<file path="src/rtl/tx_ctrl_pkg.sv">
// tx_ctrl_pkg: shared state encoding and constants for the T=0 character repeat controller
package tx_ctrl_pkg;
   typedef enum logic [2:0] {IDLE, LOAD, WAIT_STOP, SAMPLE, WAIT_END, RECOVER, GUARD} txState_t;
   localparam int RECOVER_ETU = 2;
endpackage

</file>
<file path="src/rtl/etu_timer.sv">
// etu_timer: loadable down-counter in comClk ticks, optionally counting whole etus
// Ports: clk, nReset (async, active-low); tickEn advances the count; load captures
// loadEtus (etu mode, loadEtus x clocksPerBit ticks) or loadTicks when loadEtus is 0;
// expired is high on the tick that brings the count to zero.
module etu_timer #(
   parameter int CLOCK_PER_BIT_WIDTH = 13,
   parameter int GUARD_WIDTH = 8
) (
   input  logic clk,
   input  logic nReset,
   input  logic tickEn,
   input  logic load,
   input  logic [CLOCK_PER_BIT_WIDTH-1:0] loadTicks,
   input  logic [GUARD_WIDTH-1:0] loadEtus,
   input  logic [CLOCK_PER_BIT_WIDTH-1:0] clocksPerBit,
   output logic expired
);
   logic [CLOCK_PER_BIT_WIDTH-1:0] tickCnt;
   logic [GUARD_WIDTH-1:0] etuCnt;
   logic etuWrap;
   // tickCnt holds ticks left in the current etu, etuCnt the whole etus still to follow
   assign etuWrap = (tickCnt == CLOCK_PER_BIT_WIDTH'(1)) && (etuCnt != '0);
   assign expired = tickEn && (tickCnt == CLOCK_PER_BIT_WIDTH'(1)) && (etuCnt == '0);
   always_ff @(posedge clk or negedge nReset)
      if (!nReset) begin
         tickCnt <= '0;
         etuCnt <= '0;
      end else if (load) begin
         tickCnt <= (loadEtus == '0) ? loadTicks : clocksPerBit;
         etuCnt <= (loadEtus == '0) ? '0 : loadEtus - GUARD_WIDTH'(1);
      end else if (tickEn && tickCnt != '0) begin
         tickCnt <= etuWrap ? clocksPerBit : tickCnt - CLOCK_PER_BIT_WIDTH'(1);
         etuCnt <= etuWrap ? etuCnt - GUARD_WIDTH'(1) : etuCnt;
      end
endmodule

</file>
<file path="src/rtl/tx_char_repeat_ctrl.sv">
// tx_char_repeat_ctrl: sequences T=0 character transmission with error-signal retries and extra guard time
// Ports: host side byteIn/byteValid/byteReady; transmitter side txData/txLoad out,
// txFull/txRun/txStopBits in; ioIn is the synchronised line; busy/done/error/retryCount
// report character status; clocksPerBit/extraGuard/maxRetries configure timing and retries.
module tx_char_repeat_ctrl
   import tx_ctrl_pkg::*;
#(
   parameter int CLOCK_PER_BIT_WIDTH = 13,
   parameter int GUARD_WIDTH = 8,
   parameter int RETRY_WIDTH = 3
) (
   input  logic clk,
   input  logic nReset,
   input  logic comClkEn,
   input  logic [CLOCK_PER_BIT_WIDTH-1:0] clocksPerBit,
   input  logic [GUARD_WIDTH-1:0] extraGuard,
   input  logic [RETRY_WIDTH-1:0] maxRetries,
   input  logic [7:0] byteIn,
   input  logic byteValid,
   output logic byteReady,
   output logic [7:0] txData,
   output logic txLoad,
   input  logic txFull,
   input  logic txRun,
   input  logic txStopBits,
   input  logic ioIn,
   output logic busy,
   output logic done,
   output logic error,
   output logic [RETRY_WIDTH-1:0] retryCount
);
   txState_t state, nextState;
   logic stopPrev, errFlag, abortFlag;
   logic timerLoad, timerExpired;
   logic [CLOCK_PER_BIT_WIDTH-1:0] timerTicks;
   logic [GUARD_WIDTH-1:0] timerEtus;
   logic accept, sampleNow, endChar, retry, finishNow;
   assign byteReady = (state == IDLE);
   assign busy = (state != IDLE);
   assign accept = byteValid && byteReady;
   assign sampleNow = (state == SAMPLE) && timerExpired;
   assign endChar = (state == WAIT_END) && !txRun;
   assign retry = errFlag && (retryCount < maxRetries);
   // a zero guard skips GUARD entirely so done lands on the edge that sees txRun low
   assign finishNow = ((state == GUARD) && timerExpired) || (endChar && !retry && extraGuard == '0);
   assign timerTicks = clocksPerBit >> 1;
   etu_timer #(
      .CLOCK_PER_BIT_WIDTH(CLOCK_PER_BIT_WIDTH),
      .GUARD_WIDTH(GUARD_WIDTH)
   ) etuTimer (
      .clk(clk),
      .nReset(nReset),
      .tickEn(comClkEn),
      .load(timerLoad),
      .loadTicks(timerTicks),
      .loadEtus(timerEtus),
      .clocksPerBit(clocksPerBit),
      .expired(timerExpired)
   );
   always_comb begin
      nextState = state;
      timerLoad = 1'b0;
      timerEtus = '0;
      case (state)
         IDLE: nextState = accept ? LOAD : IDLE;
         LOAD: nextState = txFull ? WAIT_STOP : LOAD;
         WAIT_STOP:
            if (txStopBits && !stopPrev) begin
               nextState = (maxRetries == '0) ? WAIT_END : SAMPLE;
               timerLoad = 1'b1;
            end
         SAMPLE: nextState = timerExpired ? WAIT_END : SAMPLE;
         WAIT_END:
            if (!txRun) begin
               nextState = retry ? RECOVER : (extraGuard == '0) ? IDLE : GUARD;
               timerLoad = 1'b1;
               timerEtus = retry ? GUARD_WIDTH'(RECOVER_ETU) : extraGuard;
            end
         RECOVER: nextState = timerExpired ? LOAD : RECOVER;
         GUARD: nextState = timerExpired ? IDLE : GUARD;
         default: nextState = IDLE;
      endcase
   end
   always_ff @(posedge clk or negedge nReset)
      if (!nReset) begin
         state <= IDLE;
         stopPrev <= 1'b0;
         errFlag <= 1'b0;
         abortFlag <= 1'b0;
         txData <= '0;
         txLoad <= 1'b0;
         done <= 1'b0;
         error <= 1'b0;
         retryCount <= '0;
      end else begin
         state <= nextState;
         stopPrev <= txStopBits;
         // registered load drops on the same edge that leaves LOAD
         txLoad <= (nextState == LOAD);
         txData <= accept ? byteIn : txData;
         retryCount <= accept ? '0 : (endChar && retry) ? retryCount + RETRY_WIDTH'(1) : retryCount;
         errFlag <= sampleNow ? !ioIn : finishNow ? 1'b0 : errFlag;
         abortFlag <= finishNow ? 1'b0 : (endChar && errFlag && !retry) ? 1'b1 : abortFlag;
         done <= finishNow;
         error <= finishNow && (abortFlag || errFlag);
      end
endmodule

</file>
<file path="config.mk">
export PLATFORM = sky130hd
export DESIGN_NAME = tx_char_repeat_ctrl
export DESIGN_NICKNAME = d
export VERILOG_FILES = /design/src/rtl/tx_ctrl_pkg.sv /design/src/rtl/etu_timer.sv /design/src/rtl/tx_char_repeat_ctrl.sv
export SDC_FILE = /design/constraint.sdc
export NUM_CORES = 1
export LEC_CHECK = 0
export CORE_UTILIZATION = 45
export DETAILED_ROUTE_END_ITERATION = 8
export PLACE_DENSITY = 0.7
export SETUP_SLACK_MARGIN = 0.2
export SYNTH_ARGS = -nofsm -noshare
export SYNTH_HDL_FRONTEND = slang
export SYNTH_HIERARCHICAL = 1
export SYNTH_SLANG_ARGS = --single-unit
</file>
<file path="constraint.sdc">
create_clock -name clk -period 9.3 [get_ports clk]
set_clock_uncertainty 0.2 [all_clocks]
set_input_delay 0.93 -clock clk [delete_from_list [all_inputs] [get_ports clk]]
set_output_delay 0.93 -clock clk [all_outputs]
set_load 0.005 [all_outputs]
</file>
**Run 1: floorplan with the power grid**

Scale: 6 px per um. Pins as bars on the die edge. Tap cells in grey.
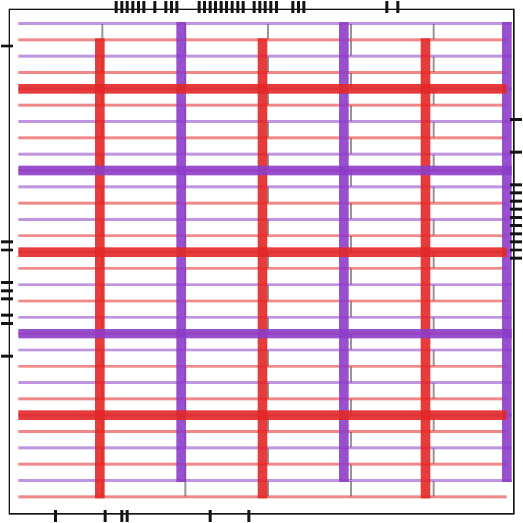
[VSS] red
[VDD] purple
rows: 29
met4 straps: 6
core area: 6420 um2
die y size: 83.9 um
VDD IR max: 0.000135 V
chip width: 83.9 um

**Run 1: cells coloured by class**

Scale: 6 px per um. Fill, decap, tap and diode cells in grey.
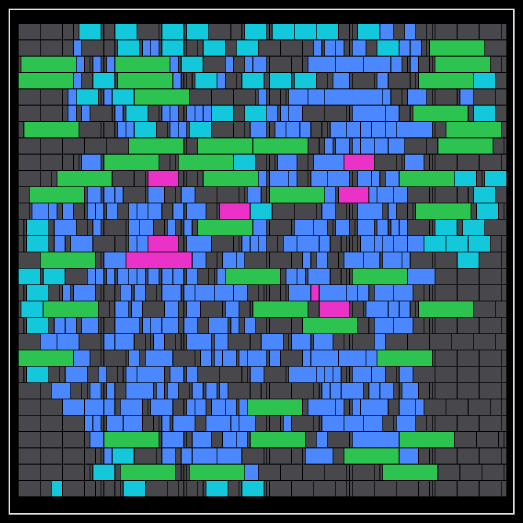
[clock drivers and dummy loads] magenta | cells: 8 | share of their area: 3.2%
[flops] green | cells: 41 | share of their area: 29%
[other buffers and delay cells] cyan | cells: 55 | share of their area: 15%
[combinational and other logic] blue | cells: 295 | share of their area: 53%

**Run 1: clock wires, drivers and flops**

Scale: 4 px per um.
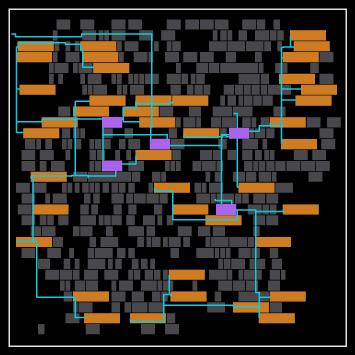
[clock drivers] purple | count: 5
[flip-flops] orange | count: 41
[clock wires] cyan | length: 554 um
routed clock nets: 6

==> results.json, run 1 <==
{
  "ff_type": "dfrtp_1",
  "drc_errors": 10,
  "die-area_um2": 7030,
  "crit_chain": "clkdlybuf4s50_1, inv_1, ha_1, and2_2, a221oi_4, nor2_2, and2_1, inv_1, ha_1, or3b_2, nor3b_2, mux2_2, a221oi_1, o21ai_0",
  "tightest_slew_ns": 1.13,
  "fin_util_pct": 57.4,
  "power.total_w": 0.000876,
  "finalSetupTns_ns": 0,
  "status": "finished with violations",
  "grt_setup_unrepaired": "no",
  "timing.hold.ws_ns": 0.279,
  "syn_to_final_growth_pct": 22.2,
  "place_area_um2": 3570,
  "grt_max_degree": 42,
  "cts_tree": "done",
  "worst-setup-path-type": "in -> reg",
  "maxCapViolations": 0,
  "wl_mm": 7.82,
  "antenna_cells": 0,
  "async_flop_share_pct": 100,
  "warnings": 29,
  "logic_family": "simple AND/OR/NAND/NOR gates",
  "cpPeakStageDelay_ns": 0.94,
  "num_io_pins": 56,
  "top_area_share_pct": 34.0,
  "worstReg2RegStart": "retryCount[2]",
  "antenna_found_initial": 0,
  "place.gp.congestion": 0.902,
  "violations": "design-rule violations",
  "finalCritPeriodShare_pct": 56.5,
  "worstHoldStart": "txData[2]",
  "wl_per_cell_um": 16.4,
  "cts_setup_buffers": 0,
  "synth_area_leader_cell": "dfrtp_1",
  "fillers": 576,
  "grt_pass1_vias": 2716,
  "grt_util_met3_pct": 3.86,
  "worstPathRequired_ns": 9.27,
  "globalRoute.busiestLayer": "met2",
  "overflow": 0,
  "grt_first_pass_wirelength_mm": 13.0,
  "syn_inst": 352,
  "clockRootBuffer": "clkbuf_8",
  "yosys_cells": 352,
  "xor_area_share_pct": 3.20,
  "ys_area_um2": 3020,
  "syn_area_um2": 3020,
  "worstSetupEndpointType": "register",
  "synth_flops": 41,
  "synth_seq_share_pct": 34.0,
  "first_pass_iters": 6,
  "maxSlewViolCount": 0,
  "rows": 29,
  "dp_hpwl_mm": 5.67,
  "hp-class": "reg -> reg",
  "grtUsageTotal_pct": 23.0,
  "timing.final.ws_setup_ns": 4.05
}
[run 1: kinds of logic (layout without fill, tap and decap cells)]
logic type	after synthesis	in the layout
compound gates	70	70
fa+ha+maj	9	9
buf+inv	33	80
simple gates	174	174
mux	13	13
flops	41	41
xor+xnor	11	11
other cells	1	1
[run 1: registers in the layout, summed over array words and instances, names as in the netlist, 3 cells and up]
| signal | count |
|---|---|
| etuTimer/tickCnt | 13 |
| retryCount | 3 |
| state | 3 |
| txData | 8 |
| etuTimer/etuCnt | 8 |
[run 1: cell type report]
type / instances / area [um2] / area share [%]
multi-input combinational: 278 / 1840 / 49.9
tap: 77 / 96.3 / 2.61
sequential: 41 / 1030 / 27.8
inverter: 17 / 63.8 / 1.73
clock inverter: 1 / 30.0 / 0.815
clock buffer: 7 / 86.3 / 2.34
timing repair buffer: 55 / 546 / 14.8
[run 1: power breakdown]
group	total [W]	internal [W]	switching, W
Sequential	0.000328	0.000244	0.0000835
Combinational	0.000397	0.000190	0.000208
Clock	0.000151	0.0000876	0.0000633
Total	0.000876	0.000521	0.000354
[run 1: cell usage after synthesis (3+ instances only)]
master	count
nand2_1	57
dfrtp_1	41
nor3_1	20
o21ai_0	19
inv_1	17
nor2_1	14
a21oi_1	12
mux2i_1	11
nand3_1	11
ha_1	9
and2_1	8
clkbuf_1	8
xnor2_1	7
and3_1	6
nor2b_1	6
nor4_1	6
or3_1	6
a211oi_1	4
buf_2	4
nand2b_1	4
nor4_2	4
o22ai_1	4
xor2_1	4
a221oi_1	3
a32o_1	3
buf_6	3
or4_4	3
[run 1: worst max-delay path, delay by kind of cell]
family                   cells  cell delay (ns)
AND-OR/OR-AND                3             0.74
multiplexers                 1             0.42
AND/OR/NAND/NOR              5             2.02
buffers and inverters        3             0.59
adder cells (fa/ha/maj)      2             0.51
==> run 2: changes to the inputs <==
==> constraint.sdc (replaced) <==
create_clock -name clk -period 5.1 [get_ports clk]
set_clock_uncertainty 0.2 [all_clocks]
set_input_delay 0.51 -clock clk [delete_from_list [all_inputs] [get_ports clk]]
set_output_delay 0.51 -clock clk [all_outputs]
set_load 0.005 [all_outputs]
**Run 2: congestion heat map**

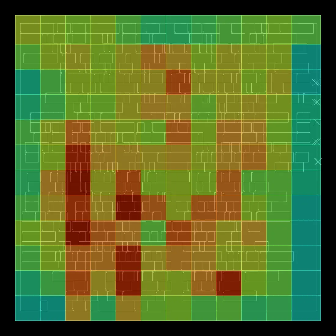
met3 usage: 4.15%
Global Route Usage Sum: 23.3%
wire per inst: 16.3 um
fin util: 57.4%

**Run 2: cells coloured by class**

Scale: 6 px per um. Fill, decap, tap and diode cells in grey.
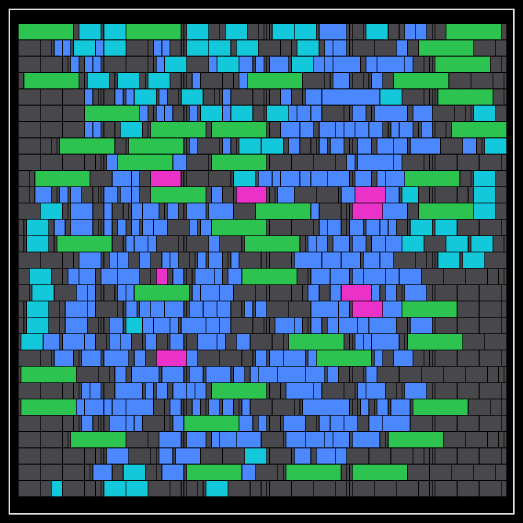
[clock drivers and dummy loads] magenta | cells: 8 | share of their area: 2.8%
[flops] green | cells: 41 | share of their area: 29%
[other buffers and delay cells] cyan | cells: 57 | share of their area: 16%
[combinational and other logic] blue | cells: 295 | share of their area: 53%
flop share of the area: 27.8%
std cell rows: 29
Final Cell Area: 3690 um2

==> run 2 against run 1 <==
  * The run still ends with design-rule violations left
  * Cell count up 0.42%
  * Via count shrank 1.5%
  * Core utilization unchanged
  * Sequential power rose by 82%
  * Global-route usage is 0.36 points higher
  * Die size is the same
  * Worst setup slack worse by 3.3 ns
  * Combinational power grew 84%
  * Worst hold slack worse by 0.14 ns
  * Critical endpoint is now etuTimer/tickCnt[7]
  * Largest cell class unchanged
  * Highest routed layer unchanged
==> results.json, run 2 <==
{
  "synth_area_leader_cell": "dfrtp_1",
  "syn_to_final_growth_pct": 22.2,
  "maxCapViolations": 0,
  "num_io_pins": 56,
  "violations": "design-rule violations",
  "worstPathRequired_ns": 5.11,
  "grt_first_pass_wirelength_mm": 13.2,
  "synth_flops": 41,
  "synth_top_cell_by_count": "nand2_1",
  "cts_tree": "done",
  "top_area_share_pct": 34.0,
  "xor_area_share_pct": 3.20,
  "worstReg2RegStart": "retryCount[2]",
  "wl_mm": 7.80,
  "async_flop_share_pct": 100,
  "logic_family": "simple AND/OR/NAND/NOR gates",
  "place_area_um2": 3580,
  "status": "finished with violations",
  "ff_latch_area_um2": 1030,
  "warnings": 29,
  "die_x_um": 83.9,
  "first_pass_iters": 6,
  "top_regs": "etuTimer/tickCnt x13, etuTimer/etuCnt x8, txData x8",
  "die-area_um2": 7030,
  "grt_max_degree": 42,
  "ys_area_um2": 3020,
  "timing.hold.ws_ns": 0.142,
  "logic_area_um2": 1840,
  "overflow": 0,
  "fillers": 600,
  "synth_seq_share_pct": 34.0,
  "tightest_slew_ns": 0.952,
  "die_h_um": 83.9,
  "syn_area_um2": 3020,
  "grt_pass1_vias": 2729,
  "antenna_found_initial": 0,
  "clockRootBuffer": "clkbuf_8",
  "maxSlewViolCount": 0,
  "drc_errors": 9,
  "finalCritPeriodShare_pct": 85.3,
  "largest_reg_flops": 13
}
**Run 2: floorplan with the power grid**

Scale: 6 px per um. Pins as bars on the die edge. Tap cells in grey.
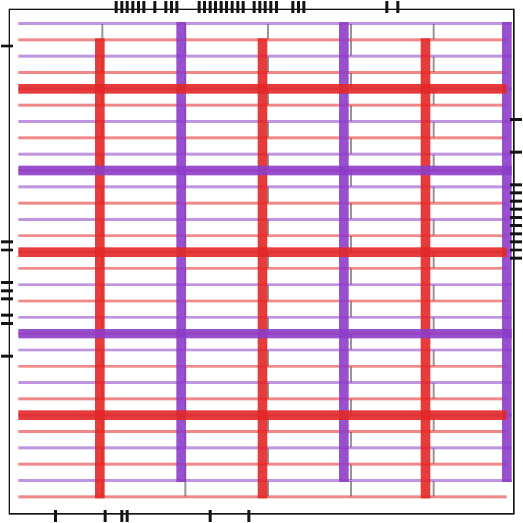
[VSS] red
[VDD] purple
met1 rails: 30
tap cells: 77
VDD IR max: 0.000203 V

## run 2: cell counts after synthesis
Identical to the previous run, type by type.
## run 2: worst max-delay path, cell delays in order
cell and delay (ns):
clkdlybuf4s50_1 0.47, inv_1 0.05, ha_1 0.33, and2_2 0.23, a221oi_4 0.38, nor2_2 0.15
and2_1 0.19, inv_1 0.07, ha_1 0.17, or3b_2 0.52, nor3b_2 0.50, buf_4 0.27
mux2i_1 0.10, a32o_1 0.20, a211oi_1 0.22
## run 2: how the worst max path moves through the flow
stage	end	cells after the start
floorplan	etuTimer/tickCnt[6]	15
global placement	etuTimer/tickCnt[3]	14
detailed placement	etuTimer/tickCnt[3]	14
CTS	etuTimer/tickCnt[7]	15
global route	etuTimer/tickCnt[7]	15
finish	etuTimer/tickCnt[7]	15
## run 2: area by class of cell
cell class              instances  share of cell area (%)
well taps                      77                    2.61
repair buffers                 57                    15.2
clock buffers                   7                    2.61
inverters                      17                    1.73
flip-flops and latches         41                    27.8
clock inverters                 1                   0.136
multi-input cells             278                    49.9
## run 2: layer usage
metal	track usage (%)	vias to the layer above	share of wire, %	wire (um)
met5	0	-	0	0
met2	37.0	86	48	3710
met4	8.46	0	1.2	95
li1	-	1377	-	-
met3	4.15	10	5.4	422
met1	31.9	1332	46	3570
## run 2: power breakdown
group | switching (W) | internal, W | total, W
clock | 0.000121 | 0.000123 | 0.000244
combinational | 0.000381 | 0.000349 | 0.000730
sequential | 0.000151 | 0.000445 | 0.000596
total | 0.000653 | 0.000916 | 0.00157
Power figures rest on the tool's default switching activity, not on a simulated workload.
